File: src/rtl/ballot_frame_rx.sv
// Serial ballot frame receiver: deserialises start/A1..A7/[parity]/stop and votes by threshold.
// Optional feature: define PARITY_CHECK_EN to expect and check an even-parity bit before stop.
module ballot_frame_rx #(
    parameter int unsigned BIT_CYCLES = 4,
    parameter int unsigned THRESH     = 4
) (
    input  logic       clk_i,
    input  logic       rst_i,
    input  logic       sin_i,
    output logic [6:0] votes_o,
    output logic       out_o,
    output logic       valid_o,
    output logic       ferr_o,
    output logic       perr_o
);

    localparam int unsigned CNT_W    = (BIT_CYCLES > 2) ? $clog2(BIT_CYCLES) : 1;
    localparam int unsigned HALF     = BIT_CYCLES / 2;
    localparam logic [2:0]  THRESH_W = 3'(THRESH);

`ifdef PARITY_CHECK_EN
    typedef enum logic [2:0] {S_IDLE, S_START, S_DATA, S_PARITY, S_STOP} state_t;
`else
    typedef enum logic [2:0] {S_IDLE, S_START, S_DATA, S_STOP} state_t;
`endif

    state_t           state_q, state_d;
    logic [CNT_W-1:0] cnt_q, cnt_d;
    logic [2:0]       bit_q, bit_d;
    logic [6:0]       shadow_q, shadow_d;
    logic [2:0]       ones_q, ones_d;
    logic [6:0]       votes_q, votes_d;
    logic             out_q, out_d;
    logic             valid_q, valid_d;
    logic             ferr_q, ferr_d;
`ifdef PARITY_CHECK_EN
    logic             par_bad_q, par_bad_d;
    logic             perr_q, perr_d;
`endif

    // Start bit is sampled mid-bit; later bits every BIT_CYCLES after that.
    logic start_smp_c;
    logic bit_smp_c;
    assign start_smp_c = (cnt_q == CNT_W'(HALF - 1));
    assign bit_smp_c   = (cnt_q == CNT_W'(BIT_CYCLES - 1));

    always_comb begin
        state_d   = state_q;
        cnt_d     = cnt_q + CNT_W'(1);
        bit_d     = bit_q;
        shadow_d  = shadow_q;
        ones_d    = ones_q;
        votes_d   = votes_q;
        out_d     = out_q;
        valid_d   = 1'b0;
        ferr_d    = 1'b0;
`ifdef PARITY_CHECK_EN
        par_bad_d = par_bad_q;
        perr_d    = 1'b0;
`endif
        case (state_q)
            S_IDLE: begin
                cnt_d = '0;
                if (!sin_i) begin
                    state_d   = S_START;
                    bit_d     = '0;
                    shadow_d  = '0;
                    ones_d    = '0;
`ifdef PARITY_CHECK_EN
                    par_bad_d = 1'b0;
`endif
                end
            end
            S_START: begin
                if (start_smp_c) begin
                    cnt_d   = '0;
                    state_d = sin_i ? S_IDLE : S_DATA;
                end
            end
            S_DATA: begin
                if (bit_smp_c) begin
                    cnt_d    = '0;
                    shadow_d = {sin_i, shadow_q[6:1]};
                    ones_d   = ones_q + 3'(sin_i);
                    bit_d    = bit_q + 3'd1;
                    if (bit_q == 3'd6) begin
`ifdef PARITY_CHECK_EN
                        state_d = S_PARITY;
`else
                        state_d = S_STOP;
`endif
                    end
                end
            end
`ifdef PARITY_CHECK_EN
            S_PARITY: begin
                if (bit_smp_c) begin
                    cnt_d     = '0;
                    par_bad_d = sin_i ^ (^shadow_q);
                    state_d   = S_STOP;
                end
            end
`endif
            S_STOP: begin
                if (bit_smp_c) begin
                    cnt_d   = '0;
                    state_d = S_IDLE;
                    if (!sin_i) begin
                        ferr_d = 1'b1;
`ifdef PARITY_CHECK_EN
                    end else if (par_bad_q) begin
                        perr_d = 1'b1;
`endif
                    end else begin
                        valid_d = 1'b1;
                        votes_d = shadow_q;
                        out_d   = (ones_q >= THRESH_W);
                    end
                end
            end
            default: begin
                state_d = S_IDLE;
                cnt_d   = '0;
            end
        endcase
    end

    always_ff @(posedge clk_i) begin
        if (rst_i) begin
            state_q   <= S_IDLE;
            cnt_q     <= '0;
            bit_q     <= '0;
            shadow_q  <= '0;
            ones_q    <= '0;
            votes_q   <= '0;
            out_q     <= 1'b0;
            valid_q   <= 1'b0;
            ferr_q    <= 1'b0;
`ifdef PARITY_CHECK_EN
            par_bad_q <= 1'b0;
            perr_q    <= 1'b0;
`endif
        end else begin
            state_q   <= state_d;
            cnt_q     <= cnt_d;
            bit_q     <= bit_d;
            shadow_q  <= shadow_d;
            ones_q    <= ones_d;
            votes_q   <= votes_d;
            out_q     <= out_d;
            valid_q   <= valid_d;
            ferr_q    <= ferr_d;
`ifdef PARITY_CHECK_EN
            par_bad_q <= par_bad_d;
            perr_q    <= perr_d;
`endif
        end
    end

    assign votes_o = votes_q;
    assign out_o   = out_q;
    assign valid_o = valid_q;
    assign ferr_o  = ferr_q;
`ifdef PARITY_CHECK_EN
    assign perr_o  = perr_q;
`else
    assign perr_o  = 1'b0;
`endif

endmodule

File: config.mk
export PLATFORM = sky130hd
export DESIGN_NAME = ballot_frame_rx
export DESIGN_NICKNAME = d
export VERILOG_FILES = /design/src/rtl/ballot_frame_rx.sv
export SDC_FILE = /design/constraint.sdc
export NUM_CORES = 1
export LEC_CHECK = 0
export CORE_MARGIN = 1.5
export CORE_UTILIZATION = 40
export CTS_CLUSTER_SIZE = 14
export DETAILED_ROUTE_END_ITERATION = 10
export DONT_BUFFER_PORTS = 1
export PLACE_DENSITY = 0.64
export SLEW_MARGIN = 40
export SYNTH_ARGS = -nofsm -noshare
export SYNTH_HDL_FRONTEND = slang
export SYNTH_SLANG_ARGS = --single-unit
File: constraint.sdc
create_clock -name clk_i -period 1.5 [get_ports clk_i]
set_clock_uncertainty 0.15 [all_clocks]
set_input_delay 0.375 -clock clk_i [delete_from_list [all_inputs] [get_ports clk_i]]
set_output_delay 0.375 -clock clk_i [all_outputs]
set_load 0.02 [all_outputs]
==> flow_summary.yaml, run 1 <==
# synthesis and place-and-route metrics
clock_network:
  cts-hold-fix-buffers: 1
  post-cts-setup-buffer-count: 0
  cts_made_buffers: 3
  root_buffer: "clkbuf_4"
  cts.sinks: 27
  cts_tree: "yes"
  post_cts_resized: 5
drt:
  drt_iter0_markers: 64
  wirelength_met1_um: 1212
  routed.top_layer: "met4"
  vias: 1036
  viasPerCell: 5.259
synth:
  syn-cell-area_sq_um: 1308
  logic_family: "simple AND/OR/NAND/NOR gates"
  yosys-top-cells-count: "dfxtp_1 (27), nand2_1 (21), a21oi_1 (20)"
  ys_seq_frac: 0.4134
  ys_sh_simple: 0.2622
  synth-xor-area-share: 0.006699
  ys_sh_aoi: 0.1388
  yosysTopAreaCellShare: 0.4134
  ys_types: 31
  synthTopCellsByArea: "dfxtp_1 (41%), a21oi_1 (7.7%), ha_1 (6.7%)"
global_route:
  antenna_found_initial: 0
job:
  tool_warnings: 32
setup_path:
  critPathMaxStageDelay_ps: 510
  arrival_ps: 1580
  cp_max_fo: 3
  slowest_stage: "or4b_4"
  cp_cell_sequence: "ha_4 > or4b_4 > a21oi_2"
timing:
  hold_ws_ps: -62.47
  hold_violations: 21
  setup_viol: 0
die:
  die_w_um: 60.18
  nWellTaps: 44
  pin_count: 14
finish:
  fillers: 315
  synthToLayoutAreaGrowth_pct: 16.55
  sh_seq_area: 0.3596
  buffers: 17
  logic_area_sq_um: 742.0
  final_cell_area_sq_um: 1524
  fin_nets: 164
  nMultiInputCombCells: 101
outcome:
  status: "finished, violations left"
  violations: "negative hold slack"
power_and_ir_drop:
  pwr-share-clk: 0.277
  power_per_cell_area_nw_per_um2: 768.3
  power.share.sequential: 0.628
placement:
  place_area_sq_um: 1399
## run 1: power groups by stage
stage / Sequential (mW) / Combinational (mW) / Clock [mW]
global placement: 0.747 / 0.0968 / 0
global route: 0.737 / 0.122 / 0.372
floorplan: 0.741 / 0.0886 / 0
detailed placement: 0.747 / 0.0995 / 0
CTS: 0.732 / 0.104 / 0.342
finish: 0.735 / 0.112 / 0.324
## run 1: worst paths after layout
path	from	end	slack, ps	cells past startpoint
hold reg to reg	shadow_q[2]	votes_o[2]	310	2
setup / recovery	bit_q[1]	bit_q[1]	40	3
setup reg to reg	bit_q[1]	bit_q[1]	40	3
hold / removal	rst_i	bit_q[1]	-60	1
## run 1: critical path: cells and delay by family (launching register included)
kind / cells / cell delay (ps)
flops: 1 / 400
compound gates: 1 / 140
simple gates: 1 / 510
fa+ha+maj: 1 / 210
Fig. 1: run 1, routing congestion map
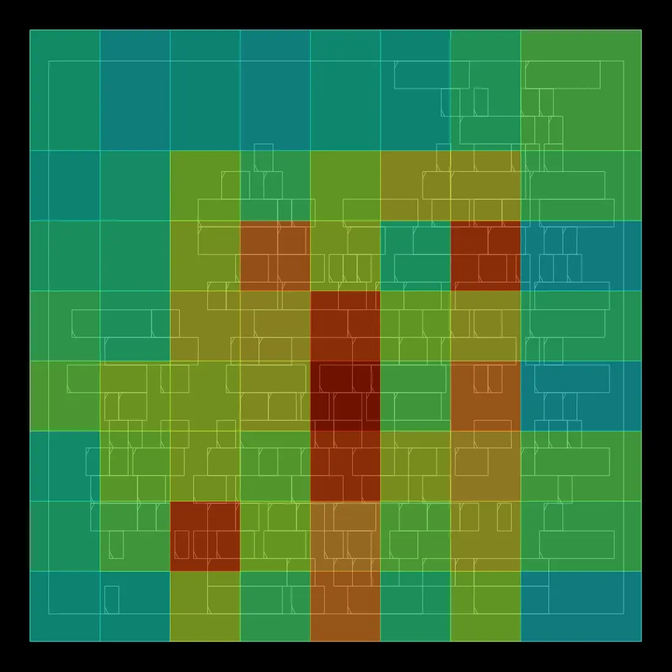
met1 capacity usage during global routing: 0.1945
met3 Use GR: 0.02597
total track usage: 0.1550
GRT Max-Usage Layer: met2

Fig. 2: run 1, selected gate families
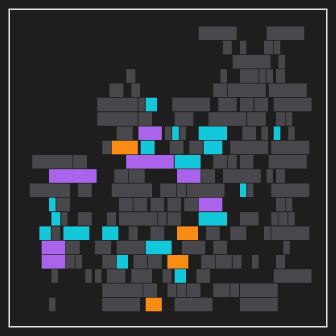
- purple: adder and majority cells (cells 7)
- orange: AND and OR gates (cells 4)
- cyan: NOR gates (cells 17)

Fig. 3: run 1, port wiring
The bar under the picture is 20 um long.
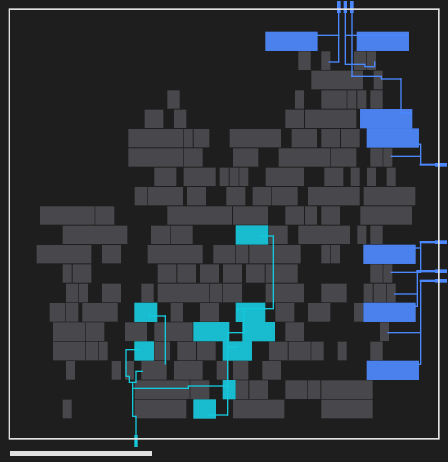
- blue: votes_o (bits 7; direction output; edge 4 right, 3 top; end cells 7; buffers 0; wire 106 um)
- cyan: sin_i (bits 1; direction input; edge bottom; end cells 9; buffers 1; wire 80.5 um)

Fig. 4: run 1, layout detail
The bar under the picture is 10 um long. Window x 3 to 28, y 3 to 28 um. Cells in gray, sequential cells in the stronger gray; small squares are vias.
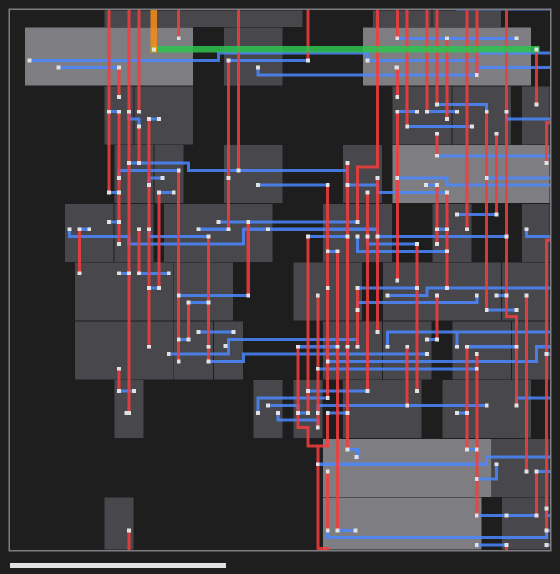
- green: met3
- red: met2
- orange: met4
- blue: met1
- cells with their middle in the window: 38
- sequential cells in the window: 5
- most frequent: buf_4 (7), a21oi_1 (4)
- netlist names of flops here include: state_q (2)

==> inputs of run 2 (changes only) <==
PLACE_DENSITY = default   (was 0.64)
PLACE_DENSITY_LB_ADDON = 0.15   (was default)
SETUP_SLACK_MARGIN = 0.1   (was default)
SLEW_MARGIN = 15   (was 40)
Fig. 5: run 2, port wiring
The bar under the picture is 20 um long.
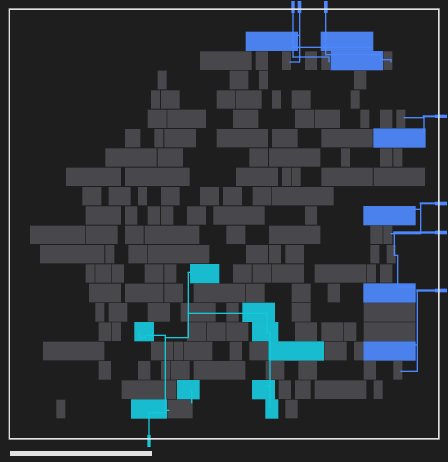
- blue: votes_o (bits 7; direction output; edge 4 right, 3 top; end cells 7; buffers 0; wire 99.0 um)
- cyan: sin_i (bits 1; direction input; edge bottom; end cells 9; buffers 1; wire 61.4 um)
Boundary Pins: 14
PortBufs: 0

==> flow_summary.yaml, run 2 <==
# synthesis and place-and-route metrics
drt:
  viasPerCell: 5.122
  vias: 1004
  drt_iter0_markers: 39
  wirelength_met1_um: 1207
  ant_nets: 0
  routed.top_layer: "met4"
global_route:
  antenna_found_initial: 0
  grt_pass1_vias: 925
  top_usage_layer: "met2"
die:
  nWellTaps: 44
  die_w_um: 60.18
power_and_ir_drop:
  pwr-share-clk: 0.271
  p_sw_frac: 0.2453
  power.share.sequential: 0.630
  power_per_cell_area_nw_per_um2: 751.5
  ir_drop_mv: 0.3283
setup_path:
  critPathMaxStageDelay_ps: 520
  slowest_stage: "or4b_4"
  arrival_ps: 1610
  path_delay_family: "simple AND/OR/NAND/NOR gates"
  cp_max_fo: 2
  path_buffers: 1
finish:
  sh_seq_area: 0.3567
  buffers: 17
  fin_nets: 163
  final_cell_area_sq_um: 1550
  nonClkBufAreaFrac: 0.09443
  drive_gt1_frac: 0.2697
  logic_area_sq_um: 753.2
  nMultiInputCombCells: 100
  synthToLayoutAreaGrowth_pct: 18.56
synth:
  yosysTopAreaCellShare: 0.4134
  ys_sh_aoi: 0.1388
  syn-cell-area_sq_um: 1308
  synth-xor-area-share: 0.006699
  synth_adder_area_share: 0.06699
  synthTopCellsByArea: "dfxtp_1 (41%), a21oi_1 (7.7%), ha_1 (6.7%)"
  yosys-top-cells-count: "dfxtp_1 (27), nand2_1 (21), a21oi_1 (20)"
  ys_types: 31
  ys_sh_simple: 0.2622
  logic_family: "simple AND/OR/NAND/NOR gates"
  ys_seq_frac: 0.4134
clock_network:
  cts_tree: "yes"
  root_buffer: "clkbuf_4"
  post_cts_resized: 8
  cts-hold-fix-buffers: 1
  post-cts-setup-buffer-count: 8
  cts_made_buffers: 3
  cts.sinks: 27
placement:
  place_area_sq_um: 1366
job:
  tool_warnings: 33
outcome:
  violations: "negative hold slack, negative setup slack"
  status: "finished, violations left"
timing:
  setup_ws_ps: -0.04030
  hold_violations: 21
  hold_ws_ps: -63.11
  setup_viol: 1
Fig. 6: run 2, routing congestion map
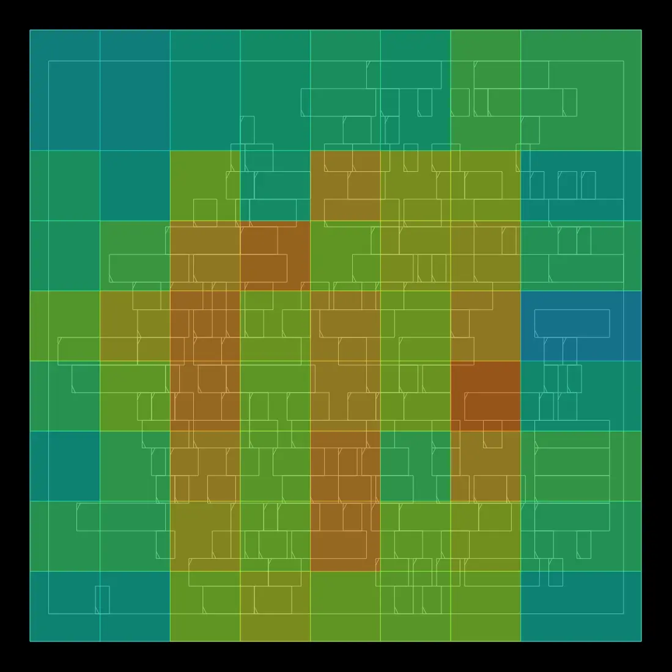
total track usage: 0.1505
met1 capacity usage during global routing: 0.1808
WL per Instance: 13.07 um
Final Util: 0.5037
met3 Use GR: 0.01948

## run 2: final timing paths
kind	cells after the start	slack, ps	start	endpoint
worst max-delay path	4	-0.04	bit_q[0]	bit_q[1]
worst min-delay path	1	-60	rst_i	bit_q[0]
worst max register to register	4	-0.04	bit_q[0]	bit_q[1]
worst min register to register	2	300	shadow_q[0]	votes_o[0]
## run 2: power by group through the flow
stage / Clock [mW] / Combinational, mW / Sequential (mW)
after floorplan: 0 / 0.0918 / 0.743
after global placement: 0 / 0.0906 / 0.750
after detailed placement: 0 / 0.0916 / 0.750
after CTS: 0.334 / 0.108 / 0.734
after global routing: 0.364 / 0.127 / 0.736
final: 0.316 / 0.116 / 0.733
## run 2: worst register-to-register path, stage by stage (launching register included)
cell and delay, ps:
dfxtp_2 370, inv_2 50, ha_4 220, or4b_4 520, a21oi_2 130
Power figures rest on the tool's default switching activity, not on a simulated workload.
